$ cat src/rtl/dmem_lsu.sv
// dmem_lsu: load/store unit between the core datapath and a word-wide
// valid/ready data-memory bus. Handles byte-lane steering, misalignment
// faults and sign/zero extension of load data.
// Optional bus timeout is compiled in with `define DMEM_LSU_TIMEOUT_EN.
module dmem_lsu #(
  parameter int unsigned ADDR_W         = 32,
  parameter int unsigned TIMEOUT_CYCLES = 64
) (
  input  logic              clk,
  input  logic              reset,
  input  logic              req_valid,
  input  logic              req_write,
  input  logic [1:0]        req_size,
  input  logic              req_unsigned,
  input  logic [ADDR_W-1:0] req_addr,
  input  logic [31:0]       req_wdata,
  output logic              stall,
  output logic [31:0]       load_data,
  output logic              fault,
  output logic              bus_valid,
  output logic              bus_we,
  output logic [ADDR_W-1:0] bus_addr,
  output logic [3:0]        bus_wstrb,
  output logic [31:0]       bus_wdata,
  input  logic              bus_ready,
  input  logic [31:0]       bus_rdata
);

  typedef enum logic [1:0] {ST_IDLE, ST_BUS, ST_DONE} state_t;

  state_t              state_q, state_d;
  logic                bus_valid_q, bus_valid_d;
  logic                bus_we_q, bus_we_d;
  logic [ADDR_W-1:0]   bus_addr_q, bus_addr_d;
  logic [3:0]          bus_wstrb_q, bus_wstrb_d;
  logic [31:0]         bus_wdata_q, bus_wdata_d;
  logic [31:0]         load_data_q, load_data_d;
  logic                fault_q, fault_d;
  logic [1:0]          size_q, size_d;
  logic                unsigned_q, unsigned_d;
  logic [1:0]          off_q, off_d;

  logic                misaligned;
  logic                idle_ok;
  logic                accept;
  logic [3:0]          steer_strb;
  logic [31:0]         steer_wdata;
  logic [31:0]         rdata_shift;
  logic [7:0]          lane_b;
  logic [15:0]         lane_h;
  logic [31:0]         load_ext;

`ifdef DMEM_LSU_TIMEOUT_EN
  localparam int unsigned CNT_W = $clog2(TIMEOUT_CYCLES) + 1;
  localparam logic [CNT_W-1:0] CNT_LAST = CNT_W'(TIMEOUT_CYCLES - 1);
  logic [CNT_W-1:0]    cnt_q, cnt_d;
  logic                abort_q, abort_d;
  // The cycle after a timeout abort the core still holds its request; it is
  // ignored so stall drops and the fault can be taken instead of a retry.
  assign idle_ok = ~abort_q;
`else
  assign idle_ok = 1'b1;
`endif

  assign accept    = (state_q == ST_IDLE) && req_valid && !misaligned && idle_ok;
  assign stall     = accept || (state_q == ST_BUS);
  assign bus_valid = bus_valid_q;
  assign bus_we    = bus_we_q;
  assign bus_addr  = bus_addr_q;
  assign bus_wstrb = bus_wstrb_q;
  assign bus_wdata = bus_wdata_q;
  assign load_data = load_data_q;
  assign fault     = fault_q;

  // Alignment check and store lane steering from the live request.
  always_comb begin
    misaligned  = 1'b0;
    steer_strb  = 4'b0000;
    steer_wdata = req_wdata;
    case (req_size)
      2'b00: begin
        steer_strb  = 4'b0001 << req_addr[1:0];
        steer_wdata = {4{req_wdata[7:0]}};
      end
      2'b01: begin
        misaligned  = req_addr[0];
        steer_strb  = req_addr[1] ? 4'b1100 : 4'b0011;
        steer_wdata = {2{req_wdata[15:0]}};
      end
      2'b10: begin
        misaligned  = |req_addr[1:0];
        steer_strb  = 4'b1111;
      end
      default: misaligned = 1'b1;
    endcase
  end

  // Lane select and extension of the returned read word.
  always_comb begin
    rdata_shift = bus_rdata >> {off_q, 3'b000};
    lane_b      = rdata_shift[7:0];
    lane_h      = off_q[1] ? bus_rdata[31:16] : bus_rdata[15:0];
    case (size_q)
      2'b00:   load_ext = unsigned_q ? {24'h0, lane_b} : {{24{lane_b[7]}}, lane_b};
      2'b01:   load_ext = unsigned_q ? {16'h0, lane_h} : {{16{lane_h[15]}}, lane_h};
      default: load_ext = bus_rdata;
    endcase
  end

  // Next-state and next-output computation for the access FSM.
  always_comb begin
    state_d     = state_q;
    bus_valid_d = bus_valid_q;
    bus_we_d    = bus_we_q;
    bus_addr_d  = bus_addr_q;
    bus_wstrb_d = bus_wstrb_q;
    bus_wdata_d = bus_wdata_q;
    load_data_d = load_data_q;
    fault_d     = 1'b0;
    size_d      = size_q;
    unsigned_d  = unsigned_q;
    off_d       = off_q;
`ifdef DMEM_LSU_TIMEOUT_EN
    cnt_d       = cnt_q;
    abort_d     = 1'b0;
`endif
    case (state_q)
      ST_IDLE: begin
        if (req_valid && idle_ok) begin
          if (misaligned) begin
            fault_d     = 1'b1;
            load_data_d = '0;
          end else begin
            bus_valid_d = 1'b1;
            bus_we_d    = req_write;
            bus_addr_d  = {req_addr[ADDR_W-1:2], 2'b00};
            bus_wstrb_d = req_write ? steer_strb : 4'b0000;
            bus_wdata_d = steer_wdata;
            size_d      = req_size;
            unsigned_d  = req_unsigned;
            off_d       = req_addr[1:0];
`ifdef DMEM_LSU_TIMEOUT_EN
            cnt_d       = '0;
`endif
            state_d     = ST_BUS;
          end
        end
      end
      ST_BUS: begin
        if (bus_ready) begin
          if (!bus_we_q) load_data_d = load_ext;
          bus_valid_d = 1'b0;
          state_d     = ST_DONE;
        end
`ifdef DMEM_LSU_TIMEOUT_EN
        else if (cnt_q == CNT_LAST) begin
          if (!bus_we_q) load_data_d = 32'hDEAD_BEEF;
          bus_valid_d = 1'b0;
          fault_d     = 1'b1;
          abort_d     = 1'b1;
          state_d     = ST_IDLE;
        end else begin
          cnt_d = cnt_q + 1'b1;
        end
`endif
      end
      ST_DONE: state_d = ST_IDLE;
      default: state_d = ST_IDLE;
    endcase
  end

  // State and registered outputs, synchronous active-low reset.
  always_ff @(posedge clk) begin
    if (!reset) begin
      state_q     <= ST_IDLE;
      bus_valid_q <= 1'b0;
      bus_we_q    <= 1'b0;
      bus_addr_q  <= '0;
      bus_wstrb_q <= '0;
      bus_wdata_q <= '0;
      load_data_q <= '0;
      fault_q     <= 1'b0;
      size_q      <= '0;
      unsigned_q  <= 1'b0;
      off_q       <= '0;
`ifdef DMEM_LSU_TIMEOUT_EN
      cnt_q       <= '0;
      abort_q     <= 1'b0;
`endif
    end else begin
      state_q     <= state_d;
      bus_valid_q <= bus_valid_d;
      bus_we_q    <= bus_we_d;
      bus_addr_q  <= bus_addr_d;
      bus_wstrb_q <= bus_wstrb_d;
      bus_wdata_q <= bus_wdata_d;
      load_data_q <= load_data_d;
      fault_q     <= fault_d;
      size_q      <= size_d;
      unsigned_q  <= unsigned_d;
      off_q       <= off_d;
`ifdef DMEM_LSU_TIMEOUT_EN
      cnt_q       <= cnt_d;
      abort_q     <= abort_d;
`endif
    end
  end

endmodule
$ cat config.mk
export PLATFORM = sky130hd
export DESIGN_NAME = dmem_lsu
export DESIGN_NICKNAME = d
export VERILOG_FILES = /design/src/rtl/dmem_lsu.sv
export SDC_FILE = /design/constraint.sdc
export NUM_CORES = 1
export LEC_CHECK = 0
export CAP_MARGIN = 15
export CORE_MARGIN = 5
export CORE_UTILIZATION = 38
export DETAILED_ROUTE_END_ITERATION = 6
export MAX_ROUTING_LAYER = met4
export PLACE_DENSITY = 0.87
export SLEW_MARGIN = 20
export SYNTH_ARGS = -nofsm -noshare
export SYNTH_HDL_FRONTEND = slang
export SYNTH_SLANG_ARGS = --single-unit
$ cat constraint.sdc
create_clock -name clk -period 1.71 [get_ports clk]
set_input_delay 0.171 -clock clk [delete_from_list [all_inputs] [get_ports clk]]
set_output_delay 0.171 -clock clk [all_outputs]
set_load 0.01 [all_outputs]
==> run summary <==
run metrics: area share of xor/xnor cells in the synthesized design=0, sinks on the clock net=108, Initial DRC Count=between 300 and 400, ao+oa area frac=0.240, Top cell excl fill/tap=sky130_fd_sc_hd__clkdlybuf4s50_1, number of distinct library cell variants in the gate-level netlist after synthesis=roughly 46, chip area=14700 µm², most common logic cells in the final layout=sky130_fd_sc_hd__clkdlybuf4s50_1 (204), sky130_fd_sc_hd__nand2_1 (129), sky130_fd_sc_hd__dfxtp_1 (105), EDFF count, synth=0, Worst EP arrival=1.91 ns, unrepaired setup endpoints after global routing=true, residual overflow from global routing=0, total clock buffers created by CTS=9, post-CTS resize count=8, startpoint type of the worst setup path=flop, Chip Area, Yosys=4700 µm², first-pass GRT wire length=approximately 24000 µm, # IOs=208, number of nets with antenna violations after detailed routing=0, CP max FO=16, Die Width=121 µm, mux share=0.0572, Setup violations, final=0, vias per inst=between 5 and 6, adder-cell share of the synthesized area=0, dominant register cell in the synthesized netlist=sky130_fd_sc_hd__dfxtp_1, Synthesized registers=about 110, net count of the finished layout=around 860, slowest cell delay on critical path=approximately 0.44 ns, Pre-antenna DRT Iters=4, simple logic cell fraction of the synthesized area=0.186, # port buffers=between 200 and 250, maximum number of pins on one net before global-route repair=58, # fillers=roughly 1000, standard cell core area=approximately 12000 µm², critical path's most frequent cell=sky130_fd_sc_hd__nor3_4, CTS HTree Levels=3, beginning of the critical path=state_q[0], result of the run=finished clean, Initial Utilization=0.390, final setup margin=0.0187 ns, worst hold path stage count=3, post-route cell area=roughly 7600 µm², Synth Cell Area=roughly 4700 µm², fraction of power consumed by combinational cells=0.192, # rows=roughly 40, Pins Over Slew Limit=0, chip height=121 µm, end of the worst hold path=bus_addr[25], Post-CTS Hold Fix Bufs=0, OpenROAD warning count=28
==> cell type report <==
class | instances | area (µm²) | share of cell area
Tap cell | 168 | 210 | 0.0278
Multi-Input combinational cell | 390 | 2370 | 0.313
Sequential cell | 108 | 2170 | 0.287
Clock inverter | 6 | 136 | 0.0180
Inverter | 4 | 15.0 | 0.00199
Timing Repair Buffer | 247 | 2440 | 0.322
Clock buffer | 9 | 225 | 0.0298
==> cells in the mapped netlist, types with 2 or more instances <==
master	instances	area, µm²
sky130_fd_sc_hd__mux2_4	2	30.0
sky130_fd_sc_hd__a21oi_1	73	365
sky130_fd_sc_hd__or3_1	6	37.5
sky130_fd_sc_hd__a32o_1	8	80.1
sky130_fd_sc_hd__inv_1	2	7.51
sky130_fd_sc_hd__nor3_1	4	20.0
sky130_fd_sc_hd__buf_6	4	45.0
sky130_fd_sc_hd__clkbuf_1	21	78.8
sky130_fd_sc_hd__o211ai_1	3	22.5
sky130_fd_sc_hd__nand4_1	2	12.5
sky130_fd_sc_hd__buf_2	13	65.1
sky130_fd_sc_hd__dfxtp_1	108	2160
sky130_fd_sc_hd__o2bb2ai_1	7	61.3
sky130_fd_sc_hd__buf_4	6	45.0
sky130_fd_sc_hd__o21ai_1	7	35.0
sky130_fd_sc_hd__a221o_1	16	160
sky130_fd_sc_hd__o21ai_0	23	115
sky130_fd_sc_hd__nand2b_1	11	68.8
sky130_fd_sc_hd__nand3_1	2	10.0
sky130_fd_sc_hd__nand3b_1	2	15.0
sky130_fd_sc_hd__a211o_1	6	52.6
sky130_fd_sc_hd__and3b_1	7	61.3
sky130_fd_sc_hd__a211oi_1	9	67.6
sky130_fd_sc_hd__mux2i_1	16	160
sky130_fd_sc_hd__buf_1	4	15.0
sky130_fd_sc_hd__a311oi_1	8	70.1
sky130_fd_sc_hd__nand2_1	129	484
sky130_fd_sc_hd__nor2_1	25	93.8
sky130_fd_sc_hd__mux2_2	7	78.8
==> critical path, delay by kind of cell, from the launching register on <==
kind,cells,cell delay [ns]
flops,1,0.32
buf+inv,2,0.29
simple gates,3,0.61
compound gates,1,0.36
==> through the flow <==
step	utilization	setup TNS, ns	power [mW]	instances
2_1_floorplan	-	0	3.28	549
3_3_place_gp	0.590	-25.58	3.95	915
3_5_place_dp	0.590	-30.43	3.97	915
4_1_cts	0.621	-0.00687	6.51	930
5_1_grt	0.627	-0.197	6.75	932
6_report	0.627	0	6.48	932
==> registers in the layout, indices dropped and copies added, names as in the netlist <==
name,flops
fault,1
bus_wstrb,4
bus_wdata,32
bus_we,1
state_q,2
size_q,2
bus_valid,1
off_q,2
unsigned_q,1
load_data,32
bus_addr,30
==> metal layers <==
| metal | vias up | global-route usage | wire length [µm] |
|---|---|---|---|
| met5 | - | - | 0 |
| met4 | 0 | 0.0987 | 544 |
| met3 | 41 | 0.0382 | 898 |
| met2 | 201 | 0.324 | 7500 |
| met1 | 2236 | 0.263 | 6660 |
| li1 | 2364 | - | - |
==> power groups by stage <==
stage,Combinational (mW),Sequential (mW),Clock [mW]
final,1.24,2.71,2.53
after global routing,1.33,2.72,2.69
after CTS,1.21,2.71,2.58
after detailed placement,1.20,2.77,0
after global placement,1.19,2.76,0
after floorplan,0.474,2.81,0
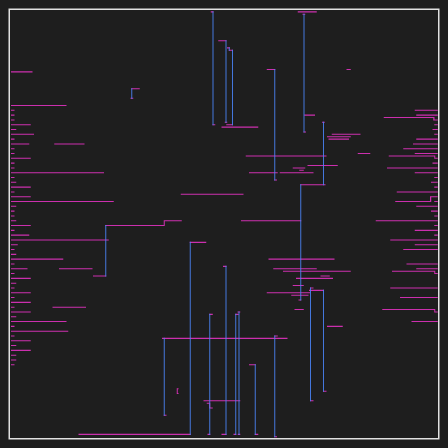
**Above:** wiring by layer.
Only two layers are drawn.
[metal 4] blue | wire length: 544 µm
[metal 3] magenta | wire length: 899 µm
post-detailed-route wirelength per cell: 16.7 µm
Vias: 4842
GRT Resource Usage Total: 0.209
aggregate routed wire length: 15600 µm

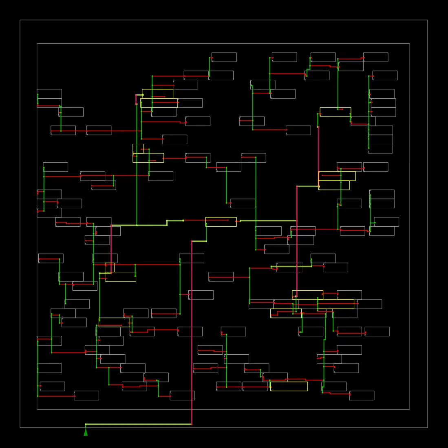
**Above:** clock routing.
source-to-sink clock delay at the later pin of the worst-skew pair: 0.34 ns
tally of clock buffers in the finished layout: 9

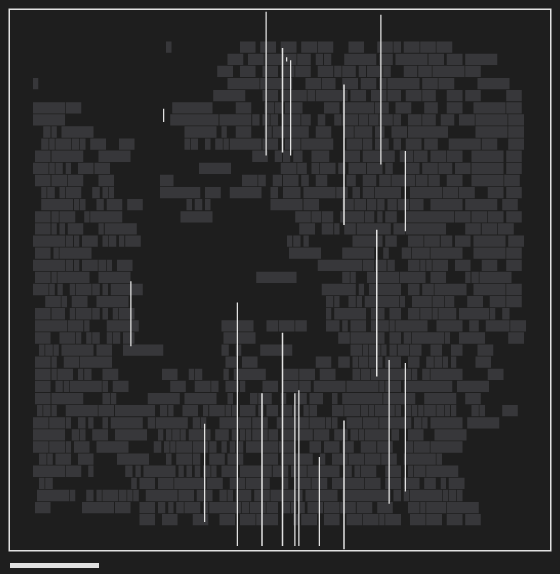
**Above:** M4 wires.
Scale bar: 20 µm.
share of all routed wire: 3.5%
longest straight run: 54.4 µm
nets with wire on the layer: 16
wire length on this layer: 544 µm
main direction: vertical

No activity file was given, so power comes from the tool's default toggle rates.
